--- src/rtl/regfile_write_arbiter_pkg.sv ---
// Shared register-file definitions and helpers for the write-port arbiter.
package regfile_write_arbiter_pkg;
  localparam int REG_ADDR_W = 5;
  localparam int REG_COUNT  = 32;
  localparam int REG_DATA_W = 32;
  localparam logic [REG_ADDR_W-1:0] REG_X0 = 5'd0;

  function automatic logic [REG_COUNT-1:0] addr_onehot(input logic [REG_ADDR_W-1:0] a);
    return REG_COUNT'(1) << a;
  endfunction
endpackage

--- src/rtl/regfile_write_arbiter_wb_fifo.sv ---
// Synchronous FIFO buffering long-latency results; exposes per-entry addr/valid
// so the parent can build the pending-destination mask.
module regfile_write_arbiter_wb_fifo
  import regfile_write_arbiter_pkg::*;
#(
  parameter int DATA_W = 32,
  parameter int ADDR_W = 5,
  parameter int DEPTH  = 4
) (
  input  logic                         clk,
  input  logic                         rst,
  input  logic                         push,
  input  logic [ADDR_W-1:0]            push_addr,
  input  logic [DATA_W-1:0]            push_data,
  input  logic                         pop,
  output logic                         full,
  output logic                         empty,
  output logic [ADDR_W-1:0]            head_addr,
  output logic [DATA_W-1:0]            head_data,
  output logic [DEPTH-1:0]             ent_valid,
  output logic [DEPTH-1:0][ADDR_W-1:0] ent_addr
);
  localparam int PTR_W = $clog2(DEPTH);
  localparam logic [PTR_W:0] DEPTH_C = (PTR_W+1)'(DEPTH);

  logic [DEPTH-1:0][ADDR_W-1:0] mem_addr;
  logic [DATA_W-1:0]            mem_data [DEPTH];
  logic [PTR_W-1:0]             wr_ptr, rd_ptr;
  logic [PTR_W:0]               count;
  logic                         push_ok, pop_ok;

  assign full      = (count == DEPTH_C);
  assign empty     = (count == '0);
  assign push_ok   = push && !full;
  assign pop_ok    = pop && !empty;
  assign head_addr = mem_addr[rd_ptr];
  assign head_data = mem_data[rd_ptr];
  assign ent_addr  = mem_addr;

  always_ff @(posedge clk) begin
    if (!rst) begin
      wr_ptr    <= '0;
      rd_ptr    <= '0;
      count     <= '0;
      ent_valid <= '0;
    end else begin
      // push and pop never hit the same slot: a pop needs !empty, a push needs !full
      if (pop_ok) begin
        ent_valid[rd_ptr] <= 1'b0;
        rd_ptr            <= rd_ptr + 1'b1;
      end
      if (push_ok) begin
        ent_valid[wr_ptr] <= 1'b1;
        wr_ptr            <= wr_ptr + 1'b1;
      end
      case ({push_ok, pop_ok})
        2'b10:   count <= count + 1'b1;
        2'b01:   count <= count - 1'b1;
        default: count <= count;
      endcase
    end
  end

  always_ff @(posedge clk) begin
    if (push_ok) begin
      mem_addr[wr_ptr] <= push_addr;
      mem_data[wr_ptr] <= push_data;
    end
  end
endmodule

--- src/rtl/regfile_write_arbiter.sv ---
// Arbitrates the register file's single write port between pipeline writeback
// (priority) and buffered long-latency results, with starvation and WAW forcing.
module regfile_write_arbiter
  import regfile_write_arbiter_pkg::*;
#(
  parameter int DATA_W     = 32,
  parameter int ADDR_W     = 5,
  parameter int FIFO_DEPTH = 4,
  parameter int MAX_WAIT   = 8
) (
  input  logic              clk,
  input  logic              rst,
  input  logic              wb_valid,
  input  logic [ADDR_W-1:0] wb_addr,
  input  logic [DATA_W-1:0] wb_data,
  output logic              wb_stall,
  input  logic              lu_valid,
  output logic              lu_ready,
  input  logic [ADDR_W-1:0] lu_addr,
  input  logic [DATA_W-1:0] lu_data,
  output logic              RegWrite,
  output logic [ADDR_W-1:0] WriteAddr,
  output logic [DATA_W-1:0] WriteData,
  output logic [31:0]       pend_mask
);
  // Handshake: an LU result transfers on a cycle where lu_valid && lu_ready;
  // lu_ready depends only on FIFO fullness, never on lu_valid or a same-cycle pop.
  localparam int WAIT_W = $clog2(MAX_WAIT);
  localparam logic [WAIT_W-1:0] WAIT_MAX = WAIT_W'(MAX_WAIT - 1);

  logic                             full, empty, push, pop;
  logic [ADDR_W-1:0]                head_addr;
  logic [DATA_W-1:0]                head_data;
  logic [FIFO_DEPTH-1:0]            ent_valid;
  logic [FIFO_DEPTH-1:0][ADDR_W-1:0] ent_addr;
  logic [WAIT_W-1:0]                wait_cnt;
  logic [31:0]                      pend_raw;
  logic                             wb_hit, force_b, grant_lu, grant_wb;

  regfile_write_arbiter_wb_fifo #(
    .DATA_W(DATA_W), .ADDR_W(ADDR_W), .DEPTH(FIFO_DEPTH)
  ) u_fifo (
    .clk(clk), .rst(rst), .push(push), .push_addr(lu_addr), .push_data(lu_data),
    .pop(pop), .full(full), .empty(empty), .head_addr(head_addr),
    .head_data(head_data), .ent_valid(ent_valid), .ent_addr(ent_addr)
  );

  always_comb begin
    pend_raw = '0;
    for (int i = 0; i < FIFO_DEPTH; i++) begin
      if (ent_valid[i]) pend_raw = pend_raw | addr_onehot(ent_addr[i]);
    end
  end

  assign pend_mask = pend_raw & {32{rst}};
  assign lu_ready  = rst && !full;
  // x0 results are accepted but dropped: writes to x0 have no architectural effect
  assign push      = lu_valid && lu_ready && (lu_addr != REG_X0);

  assign wb_hit  = wb_valid && (wb_addr != REG_X0) && pend_raw[wb_addr];
  assign force_b = !empty && ((wait_cnt == WAIT_MAX) || wb_hit);

  always_comb begin
    grant_lu = 1'b0;
    grant_wb = 1'b0;
    if (force_b)        grant_lu = 1'b1;
    else if (wb_valid)  grant_wb = 1'b1;
    else if (!empty)    grant_lu = 1'b1;
  end

  assign pop      = rst && grant_lu;
  assign wb_stall = rst && force_b && wb_valid;

  always_ff @(posedge clk) begin
    if (!rst) begin
      RegWrite  <= 1'b0;
      WriteAddr <= '0;
      WriteData <= '0;
    end else if (grant_lu) begin
      RegWrite  <= 1'b1;
      WriteAddr <= head_addr;
      WriteData <= head_data;
    end else if (grant_wb && (wb_addr != REG_X0)) begin
      RegWrite  <= 1'b1;
      WriteAddr <= wb_addr;
      WriteData <= wb_data;
    end else begin
      RegWrite  <= 1'b0;
    end
  end

  always_ff @(posedge clk) begin
    if (!rst || empty || pop)      wait_cnt <= '0;
    else if (wait_cnt != WAIT_MAX) wait_cnt <= wait_cnt + 1'b1;
  end
endmodule
--- config.mk ---
export PLATFORM = sky130hd
export DESIGN_NAME = regfile_write_arbiter
export DESIGN_NICKNAME = d
export VERILOG_FILES = /design/src/rtl/regfile_write_arbiter_pkg.sv /design/src/rtl/regfile_write_arbiter_wb_fifo.sv /design/src/rtl/regfile_write_arbiter.sv
export SDC_FILE = /design/constraint.sdc
export NUM_CORES = 1
export LEC_CHECK = 0
export CORE_MARGIN = 2
export CORE_UTILIZATION = 58
export DETAILED_ROUTE_END_ITERATION = 8
export PLACE_DENSITY = 0.85
export SKIP_LAST_GASP = 1
export SLEW_MARGIN = 30
export SYNTH_ARGS = -nofsm -noshare
export SYNTH_HDL_FRONTEND = slang
export SYNTH_HIERARCHICAL = 1
export SYNTH_SLANG_ARGS = --single-unit
export TNS_END_PERCENT = 20
--- constraint.sdc ---
create_clock -name clk -period 8.1 [get_ports clk]
set_input_delay 1.62 -clock clk [delete_from_list [all_inputs] [get_ports clk]]
set_output_delay 1.62 -clock clk [all_outputs]
set_load 0.01 [all_outputs]
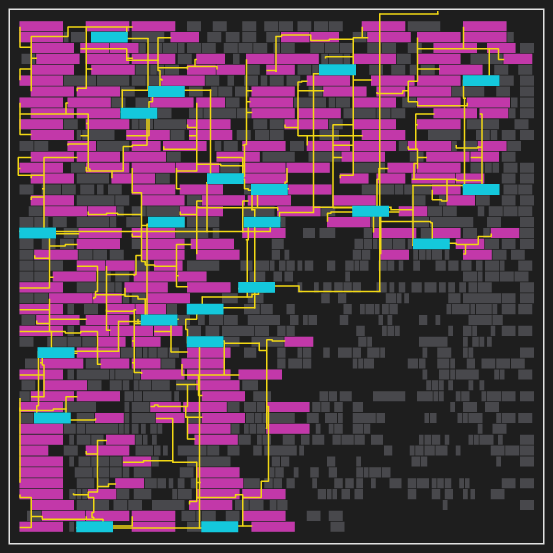
(run_1/clock_wires.png)
Scale: 4 px per um.
[magenta] flip-flops | count: 202
[yellow] clock wires | length: 2240 um
[cyan] clock-net drivers | count: 21
flops lie: spread over the die

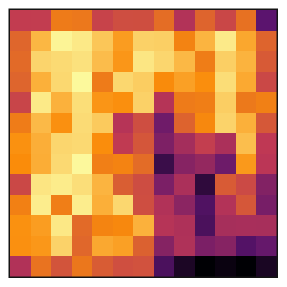
(run_1/util_map.png)
Scale: 2 px per um. The die is cut into 13 by 13 equal tiles; black is low, pale yellow is high, 0 to 100% covered.
fullest tile: 99%
tiles over 75% full: 41%
mean over tiles: 65%
emptiest ninth of the die: south-east

==> flow_metrics.tcl, run 1 <==
# metrics dict for downstream scripts
set metrics [dict create \
    initial_core_util_pct 58.86 \
    power.ir.vdd_worst_uv 201.8 \
    flow.area_growth_from_synthesis_pct 22.71 \
    core_um2 16470 \
    place.detailed.instances 1050 \
    synth.avg_cell_area_um2 13.29 \
    power_total_mw 2.421 \
    non_clock_buffer_area_share_pct 12.92 \
    post_layout_nets 943 \
    power.combinational.fraction_pct 11.4 \
    drt_drc_violations_left 0 \
    post_route_cells_drive_above_1_share_pct 11.29 \
    critical_path_peak_fanout 41 \
    cts-buffers-inserted 21 \
    hp-start "wait_cnt[0]" \
    place_congestion 1.009 \
    finish.cell_count_without_fillers 1088 \
    ff2ff_path_depth 15 \
    setup_ws_ns 1.719 \
    cp_cell_sequence "clkdlybuf4s50_1 -> nor2_1 -> nand3_1 -> o21ai_4 -> buf_4 -> nor3_1 -> a41oi_1 -> o21ai_1 -> a31oi_1 -> nor2_1 -> clkdlybuf4s50_1" \
    largest_cell_class "sequential cells" \
    result_of_the_run "finished, final reports clean" \
    worst_path_max_delay_cell "clkdlybuf4s50_1" \
    clock_tree_from_tritoncts "built" \
    syn-instance-count 729 \
    placed_cell_area_um2 11190 \
    cts_sinks 202 \
    post_dp_hpwl_um 18900 \
    worstReg2RegStart "u_fifo/ent_addr[15]" \
    timing.hold.worst.class "reg2reg" \
    overflow 0 \
    timing_hold_violations_final 0 \
    route.final.wire_length_um 28550 \
    p_sw_uw 556.8 \
    worst_r2r_endpoint "u_fifo/count[2]" \
    top_logic_kind "AND-OR/OR-AND gates" \
]
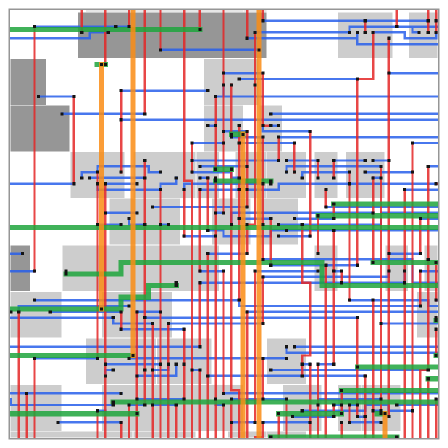
(run_1/closeup.png)
Region (54, 54) to (79, 79) um. Cells in gray, sequential cells in the stronger gray; small squares are vias.
[orange] M4
[green] M3
[red] M2
[blue] M1
netlist names of flops here include: u_fifo/mem_data (1)
cells with their middle in the window: 29
most frequent: o22ai_1 (8), nor2_1 (6), nand4bb_1 (4)
sequential cells in the window: 1

run 1: layer usage:
metal,up-vias,global-route usage (%)
met5,-,0
met4,0,10.05
met3,70,7.344
met2,521,51.43
met1,3648,43.78
li1,3155,-
run 1: registers in the layout, summed over array words and instances (netlist names), named ones only:
name and flops:
WriteAddr 5, u_fifo/rd_ptr 2, u_fifo/count 3, WriteData 32, RegWrite 1, u_fifo/mem_data 128
u_fifo/ent_addr 20, u_fifo/ent_valid 4, u_fifo/wr_ptr 2, wait_cnt 3
run 1: worst max-delay path, delay by kind of cell:
| kind | cells | cell delay [ns] |
|---|---|---|
| and+or+nand+nor | 4 | 0.56 |
| AOI/OAI and AO/OA | 4 | 0.88 |
| buffers and inverters | 3 | 1.69 |
==> run 2: changes to the inputs <==
Settings changed: CORE_UTILIZATION 58 to 49, PLACE_DENSITY 0.85 to 0.77.
Clock period 8.1 ns to 5.1 ns, I/O delays scaled along.
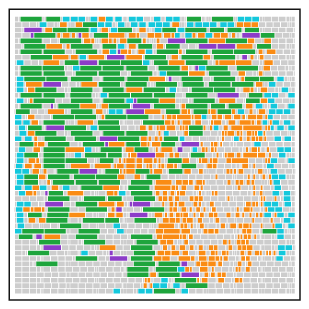
(run_2/class_map.png)
Scale: 2 px per um. Fill, decap, tap and diode cells in gray.
[green] registers | cells: 202 | share of their area: 48%
[purple] clock drivers and dummy loads | cells: 38 | share of their area: 5.6%
[orange] remaining logic cells | cells: 474 | share of their area: 33%
[cyan] remaining buffers and delay cells | cells: 159 | share of their area: 13%

==> run 2 against run 1 <==
Compared with the run above:
- worst hold slack worse by 0.019 ns
- synthesized area unchanged
- combinational power up 56%
- critical path type is now reg2out
- register-to-register slack worse by 2.1 ns
- largest power group unchanged
- via count down 4.9%
- core utilization down 11 points
- total power up 54%
- highest routed layer unchanged
- final cell count up 4.6%
- first-iteration DRC count down 7.0%
- non-clock buffer count up 5
- global-route usage down 6.6 points
- wire length down 8.6%
==> flow_metrics.tcl, run 2 <==
# metrics dict for downstream scripts
set metrics [dict create \
    finish.cell_count_without_fillers 1138 \
    p_sw_uw 866.5 \
    cts_sinks 202 \
    synth.avg_cell_area_um2 13.29 \
    timing.hold.worst.class "reg2reg" \
    post_layout_nets 948 \
    route.final.wire_length_um 26090 \
    result_of_the_run "finished, final reports clean" \
    timing_hold_violations_final 0 \
    worst_path_max_delay_cell "a221oi_1" \
    worst_r2r_endpoint "u_fifo/count[2]" \
    flow.area_growth_from_synthesis_pct 23.02 \
    grt_most_used_layer "met2" \
    largest_register_ffs 128 \
    grt_use_met3_pct 4.901 \
    cp_cell_sequence "or2_0 -> o32ai_1 -> a221oi_1 -> o22ai_1 -> o311ai_2 -> o21ai_1 -> a31oi_1 -> nor2_1 -> clkdlybuf4s50_1" \
    top_register "u_fifo/mem_data" \
    core_um2 19460 \
    power.combinational.fraction_pct 11.6 \
    place.detailed.instances 1100 \
    cts-buffers-inserted 21 \
    place_congestion 0.9809 \
    power_total_mw 3.723 \
    drt_drc_violations_left 0 \
    placed_cell_area_um2 11280 \
    use_met2_pct 42.33 \
    hp-start "wait_cnt[0]" \
    setup_ws_ns 0.2930 \
    synth_warnings 6 \
    timing.critical_path.to_type "primary output" \
    gr-usage-met1_pct 33.30 \
    clock_tree_from_tritoncts "built" \
    overflow 0 \
    post_route_cells_drive_above_1_share_pct 11.57 \
    worstReg2RegStart "u_fifo/ent_addr[0]" \
    ff2ff_path_depth 15 \
    cp_slowest_stage_delay_ns 0.57 \
    worstSetupStartpoint "u_fifo/ent_addr[14]" \
]
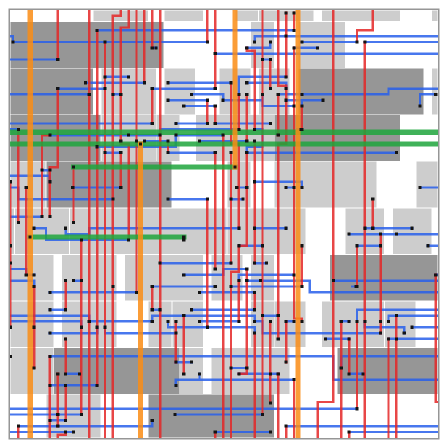
(run_2/closeup.png)
Region (60, 60) to (85, 85) um. Cells in gray, sequential cells in the stronger gray; small squares are vias.
[blue] M1
[green] M3
[orange] M4
[red] M2
cells with their middle in the window: 42
sequential cells in the window: 9
most frequent: dfxtp_1 (8), ha_1 (7), nand2_1 (5)
netlist names of flops here include: u_fifo/ent_valid (4), u_fifo/rd_ptr (2)

## run 2: cells by family after synthesis
family          count (synthesis)  share of synthesized area, %
compound gates                181                         13.88
xor+xnor                        3                        0.3486
fa+ha+maj                      12                         1.627
buf+inv                        67                         4.015
flops                         202                         57.01
mux                            76                         12.85
simple gates                  188                         10.28
## run 2: area by class of cell
class,instances,area (um^2)
clock buffers,24,536.8
fillers,1552,7540
inverters,14,52.55
multi-input cells,460,3804
repair buffers,159,1562
clock inverters,14,110.1
well taps,265,331.6
flip-flops and latches,202,5527
## run 2: critical path, delay by kind of cell, from the launching register on
| family | cells | cell delay (ns) |
|---|---|---|
| buf+inv | 1 | 0.48 |
| compound gates | 6 | 1.85 |
| simple gates | 2 | 0.59 |
| flops | 1 | 0.39 |
==> run 3: changes to the inputs <==
Settings changed: REMOVE_ABC_BUFFERS from default to 1.
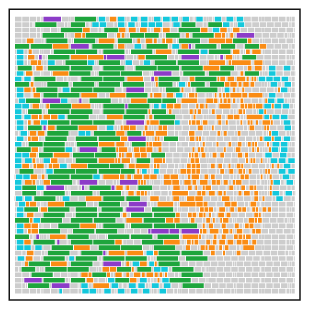
(run_3/class_map.png)
Scale: 2 px per um. Fill, decap, tap and diode cells in gray.
[cyan] remaining buffers and delay cells | cells: 160 | share of their area: 14%
[purple] clock drivers and dummy loads | cells: 36 | share of their area: 5.2%
[orange] remaining logic cells | cells: 474 | share of their area: 33%
[green] registers | cells: 202 | share of their area: 48%

==> run 3 against run 2 <==
Compared with the run above:
- combinational power is essentially flat
- die size is the same
- non-clock buffer count grew 1
- global-route usage shrank 1.1 points
- count of clock-buffer cells in the layout grew 4
- wire length shrank 2.6%
- sequential power is essentially flat
- clock skew grew 0.010 ns
- critical path depth is the same
- core utilization shrank 0.21 points
- critical path type unchanged
- largest cell class unchanged
- highest routed layer unchanged
==> flow_metrics.tcl, run 3 <==
# metrics dict for downstream scripts
set metrics [dict create \
    result_of_the_run "finished, final reports clean" \
    cp.buffers_inverters 1 \
    final.fill_count 1543 \
    top_logic_kind "AND-OR/OR-AND gates" \
    worst_path_max_delay_cell "edfxtp_1" \
    use_met2_pct 40.56 \
    setup_ws_ns 0.3268 \
    timing.hold.worst.class "reg2reg" \
    synth-simple-area-share_pct 10.28 \
    worstSetupStartpoint "u_fifo/ent_addr[4]" \
    grt_use_met3_pct 3.841 \
    post_synth_mux_area_share_pct 12.85 \
    largest_register_ffs 128 \
    placed_cell_area_um2 11280 \
    top_register "u_fifo/mem_data" \
    overflow 0 \
    post_route_cells_drive_above_1_share_pct 10.89 \
    ff2ff_path_depth 15 \
    cts-buffers-inserted 20 \
    timing.critical_path.to_type "primary output" \
    hp-start "wait_cnt[0]" \
    post_layout_nets 948 \
    worstReg2RegStart "u_fifo/ent_addr[15]" \
    gr-usage-met1_pct 33.30 \
    clock_tree_from_tritoncts "built" \
    adder_share_pct 1.627 \
    flow.area_growth_from_synthesis_pct 22.59 \
    synth_compound_gate_area_share_pct 13.88 \
    cp_num_cells 9 \
    timing.critical_path.max_delay_family "AND-OR/OR-AND gates" \
    cp_cell_sequence "nand2b_1 -> o32ai_1 -> a221oi_1 -> o22ai_1 -> o311ai_2 -> o21ai_1 -> a31oi_1 -> nor2_1 -> clkdlybuf4s50_1" \
    synth-xor-area-share_pct 0.3486 \
    worst_r2r_endpoint "u_fifo/count[2]" \
    flop_area_um2 5527 \
    power.combinational.fraction_pct 11.8 \
    layout.area.comb_um2 3804 \
    cp_slowest_stage_delay_ns 0.65 \
    drt_drc_violations_left 0 \
    finish.cell_count_without_fillers 1137 \
]
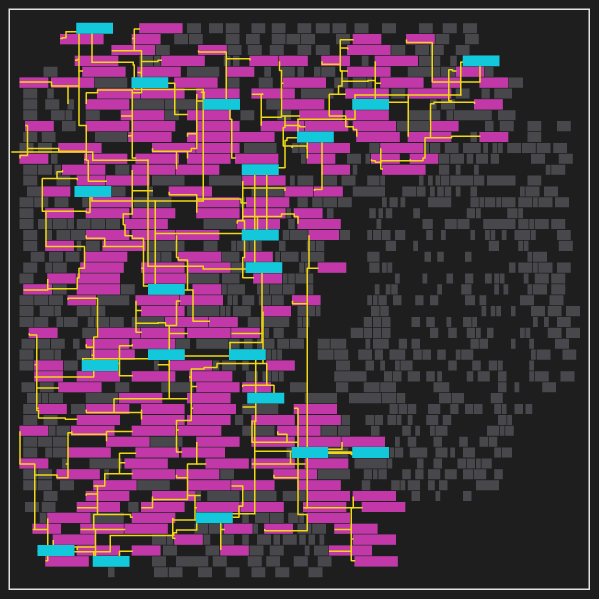
(run_3/clock_wires.png)
Scale: 4 px per um.
[cyan] clock-net drivers | count: 20
[yellow] clock wires | length: 2200 um
[magenta] flip-flops | count: 202
routed clock nets: 21

[run 3: layer usage]
layer  up-vias  share of wire, %  wire, um
li1       3154                 -         -
met1      3478                41     10490
met2       361                48     12220
met3        52               7.8      1983
met4         0               2.8       706
met5         -                 0         0
[run 3: final cells by class]
cell class / count / area share (%)
Timing Repair Buffer: 160 / 13.21
Clock inverter: 8 / 0.3054
Clock buffer: 28 / 4.728
Multi-Input combinational cell: 460 / 32.01
Inverter: 14 / 0.4423
Tap cell: 265 / 2.791
Sequential cell: 202 / 46.51
[run 3: logic make-up after synthesis]
family / after synthesis
flops: 202
xor+xnor: 3
mux: 76
compound gates: 181
fa+ha+maj: 12
simple gates: 188
buf+inv: 67
Power is estimated from default activity; no workload was simulated.
